Fig. 1: run 1, routing congestion
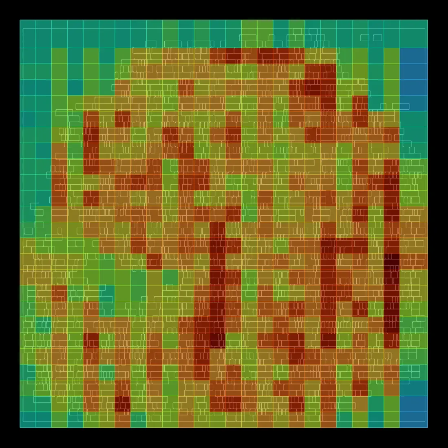
Fig. 2: run 1, routed clock nets over the placement
(2 px per um)
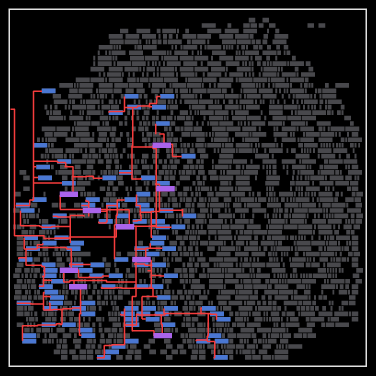
Fig. 3: run 1, cell area per tile
(2 px per um) The die is cut into 18 by 18 equal tiles; dark blue is low, red is high, 0 to 100% covered.
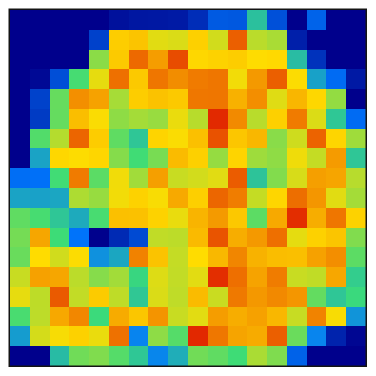
Fig. 4: run 1, port wiring
(1.5 px per um)
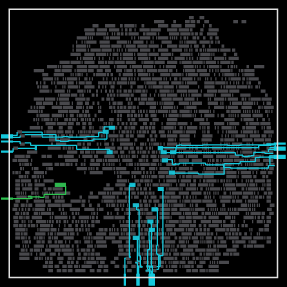
==> config.mk <==
export PLATFORM = sky130hd
export DESIGN_NAME = dense_layer_engine_flat
export DESIGN_NICKNAME = d
export VERILOG_FILES = /design/src/rtl/dense_layer_engine_if.sv /design/src/rtl/dense_layer_engine.sv /design/src/flat_wrapper.sv
export SDC_FILE = /design/constraint.sdc
export NUM_CORES = 1
export LEC_CHECK = 0
export CAP_MARGIN = 20
export CORE_UTILIZATION = 55
export DETAILED_ROUTE_END_ITERATION = 8
export PLACE_DENSITY = 0.81
export RECOVER_POWER = 100
export SYNTH_ARGS = -nofsm -noshare
export SYNTH_HDL_FRONTEND = slang
export SYNTH_SLANG_ARGS = --single-unit
export TNS_END_PERCENT = 10
==> constraint.sdc <==
create_clock -name clk -period 8.8 [get_ports clk]
set_input_delay 1.32 -clock clk [delete_from_list [all_inputs] [get_ports clk]]
set_output_delay 1.32 -clock clk [all_outputs]
set_load 0.1 [all_outputs]
==> flow_metrics.env <==
# source this file to load flow results
export IMPL_grt_use_met2=0.460
export IMPL_yosys_area_sq_um=17000
export IMPL_avgViaCountPerCell=5.46
export IMPL_final_nets=2519
export IMPL_dp_cells=2392
export IMPL_grt_overflow=0
export IMPL_clkbuf_count=9
export IMPL_warning_count=28
export IMPL_xor_share=0.0330
export IMPL_holdCritPathClass="reg2reg"
export IMPL_hold_buffers=0
export IMPL_critPathBufInv=7
export IMPL_instances_no_fill=2408
export IMPL_rrSetupSlack_ps=1490
export IMPL_crit_chain="clkdlybuf4s50_1 -> nand2_1 -> inv_1 -> fa_1 -> fa_1 -> inv_1 -> buf_4 -> fa_1 -> inv_1 -> fa_1 -> fa_1 -> inv_1 -> fa_1 -> inv_1 -> ha_1 -> nand4_1 -> or4b_1 -> a211oi_1 -> a221oi_2 -> a21oi_2 -> nor3_1 -> o21ai_0 -> mux2i_1 -> o311ai_0"
export IMPL_vias=13151
export IMPL_clkCellAreaFrac=0.0166
export IMPL_largestClassByArea="multi-input combinational cells"
export IMPL_dpl_hpwl_um=34200
export IMPL_drv_cap=1
export IMPL_non_clock_buffer_count=144
export IMPL_cts_setup_buffers=0
export IMPL_holdPathStages=2
export IMPL_topRoutingLayerUsed="met4"
export IMPL_seq_share=0.109
export IMPL_comb_share=0.694
export IMPL_area_growth_syn_to_layout_pct=10.7
export IMPL_yosysWarnings=0
export IMPL_inv_count=421
export IMPL_setup_tns_ps=0
export IMPL_nWellTaps=390
export IMPL_simple_gate_share=0.159
export IMPL_lay_top_count="inv_1"
export IMPL_cts_sink_count=102
export IMPL_h_tree_depth=3
export IMPL_critPathKind="in2reg"
export IMPL_core_rowCount=63
export IMPL_area_share_nonclk_buffers=0.0714
export IMPL_logic_area_sq_um=13100
export IMPL_clkTransAtPathRegs_ps=70
export IMPL_cts_resized_gates=0
export IMPL_wl_met1_um=17400
export IMPL_required_ps=8940
export IMPL_period_minus_slack_ps=8530
export IMPL_worstPathArrival_ps=8670
export IMPL_syn_nets=2437
export IMPL_postSynthSeqShare=0.120
export IMPL_cpLargestDelayFamily="adder cells"
export IMPL_routed_wl_um=40800
export IMPL_cp_num_cells=24
export IMPL_startpoint_type="input pin"
export IMPL_top_logic_kind="adder cells"
export IMPL_edf_count=0
export IMPL_place_congestion=0.929
export IMPL_setup_ws_ps=274
export IMPL_detail_route_wl_per_cell_um=16.9
export IMPL_wl_met3_um=2720
export IMPL_finalSetupViolCount=0
export IMPL_die_area_sq_um=31600
export IMPL_nMultiInputCombCells=1335
export IMPL_clock_fmax_ghz=0.117
export IMPL_drive_gt1_frac=0.0367
export IMPL_grt_max_degree=58
export IMPL_regArea_sq_um=2040
export IMPL_syn_area_sq_um=17000
export IMPL_cpPeakStageDelay_ps=830
export IMPL_yosys_area_share_adder=0.481
export IMPL_reg2reg_depth=19
export IMPL_cts_made_buffers=9
export IMPL_hold_viol=0
export IMPL_relSlewSlack=-0.293
export IMPL_fp_dieW_um=178
export IMPL_largest_register_ffs=40
export IMPL_antenna_cells=0
export IMPL_slew_viol_final=42
export IMPL_drtAntennaViolNets=0
export IMPL_syn_area_per_cell_sq_um=8.80
export IMPL_end_kind="flip-flop"
export IMPL_violations="max-capacitance violations, max-slew violations"
export IMPL_status="finished with violations"
export IMPL_lay_top_cells="inv_1, fa_1, nand2_1, ha_1, and2_1"
export IMPL_yosysUniqueCellTypes=64
export IMPL_rsz0062_at_grt="no"
export IMPL_crit_slowest_cell="clkdlybuf4s50_1"
export IMPL_cts_buffer_depth=2
export IMPL_antenna_found_initial=0
export IMPL_ff_count=102
export IMPL_postLayoutCellArea_sq_um=18800
export IMPL_drc=0
export IMPL_dr_wl_met2_um=19400
export IMPL_fillCellCount=2508
export IMPL_worstMarginPinSlew_ps=1940
export IMPL_cp_max_fo=16
export IMPL_ys_ff=102
export IMPL_ys_flop_type="dfxtp_1"
export IMPL_ys_async_sr_fraction=0
export IMPL_crit_top_cell="fa_1"
export IMPL_dr_first_iter_drc_count=826
export IMPL_placed_cell_area_sq_um=18500
export IMPL_use_met1=0.372
export IMPL_synthAoiAreaFrac=0.0780
export IMPL_mux_area_frac=0.0188
export IMPL_hold_ws_ps=453
export IMPL_postSynthCellCount=1931
export IMPL_grt_pass1_vias=14066
export IMPL_yosys_cells=1931
export IMPL_pre_cts_ws_ps=193
export IMPL_grt_pass1_wl_um=68900
export IMPL_cts_tree="built"
export IMPL_track_usage=0.277
export IMPL_first_pass_iters=6
export IMPL_post_route_period_util=0.969
-- Fig. 1 (at the start) --
Final Core Density: 0.627
GR Util met3: 0.0443
gr busiest metal: met2

-- Fig. 2 (at the start) --
clock drivers: shown in purple, count 9. clock wires: shown in red, length 1340 um. flip-flops: shown in blue, count 102.
There are 10 routed clock nets.
final setup skew: 8.06 ps
clk_lat worst skew: 350 ps

-- Fig. 3 (at the start) --
38% of the tiles are over 75% full. The fullest tile reaches 96%. The emptiest ninth of the die: north-west. The mean over all tiles is 58%. 11% of the tiles are nearly empty.
core area: 30000 sq um
Initial Util: 0.566

-- Fig. 4 (at the start) --
`bus_bias_rd_data`: shown in cyan, bits 16, direction input, end cells 16, wire 997 um. `bus_done`: shown in green, bits 1, direction output, end cells 1, wire 48.0 um.
# port buffers: 110
I/O pin count: 111

## run 1: synth_stat cells (all sizes together) (8+ instances only)
library cell / count / area share
a21o: 14 / 0.0062
inv: 421 / 0.093
a211oi: 8 / 0.0038
mux2i: 15 / 0.0088
dfxtp: 102 / 0.12
clkbuf: 57 / 0.013
mux2: 15 / 0.0099
buf: 16 / 0.0052
nand2: 264 / 0.058
fa: 330 / 0.39
o21a: 10 / 0.0044
xor2: 30 / 0.015
and2: 108 / 0.040
nand4: 12 / 0.0048
o21ai: 62 / 0.018
nor3: 17 / 0.0050
nand3: 19 / 0.0056
nor2b: 17 / 0.0063
a21oi: 84 / 0.025
xnor2: 34 / 0.018
and3: 14 / 0.0052
nor2: 81 / 0.018
ha: 125 / 0.092
a31oi: 10 / 0.0040
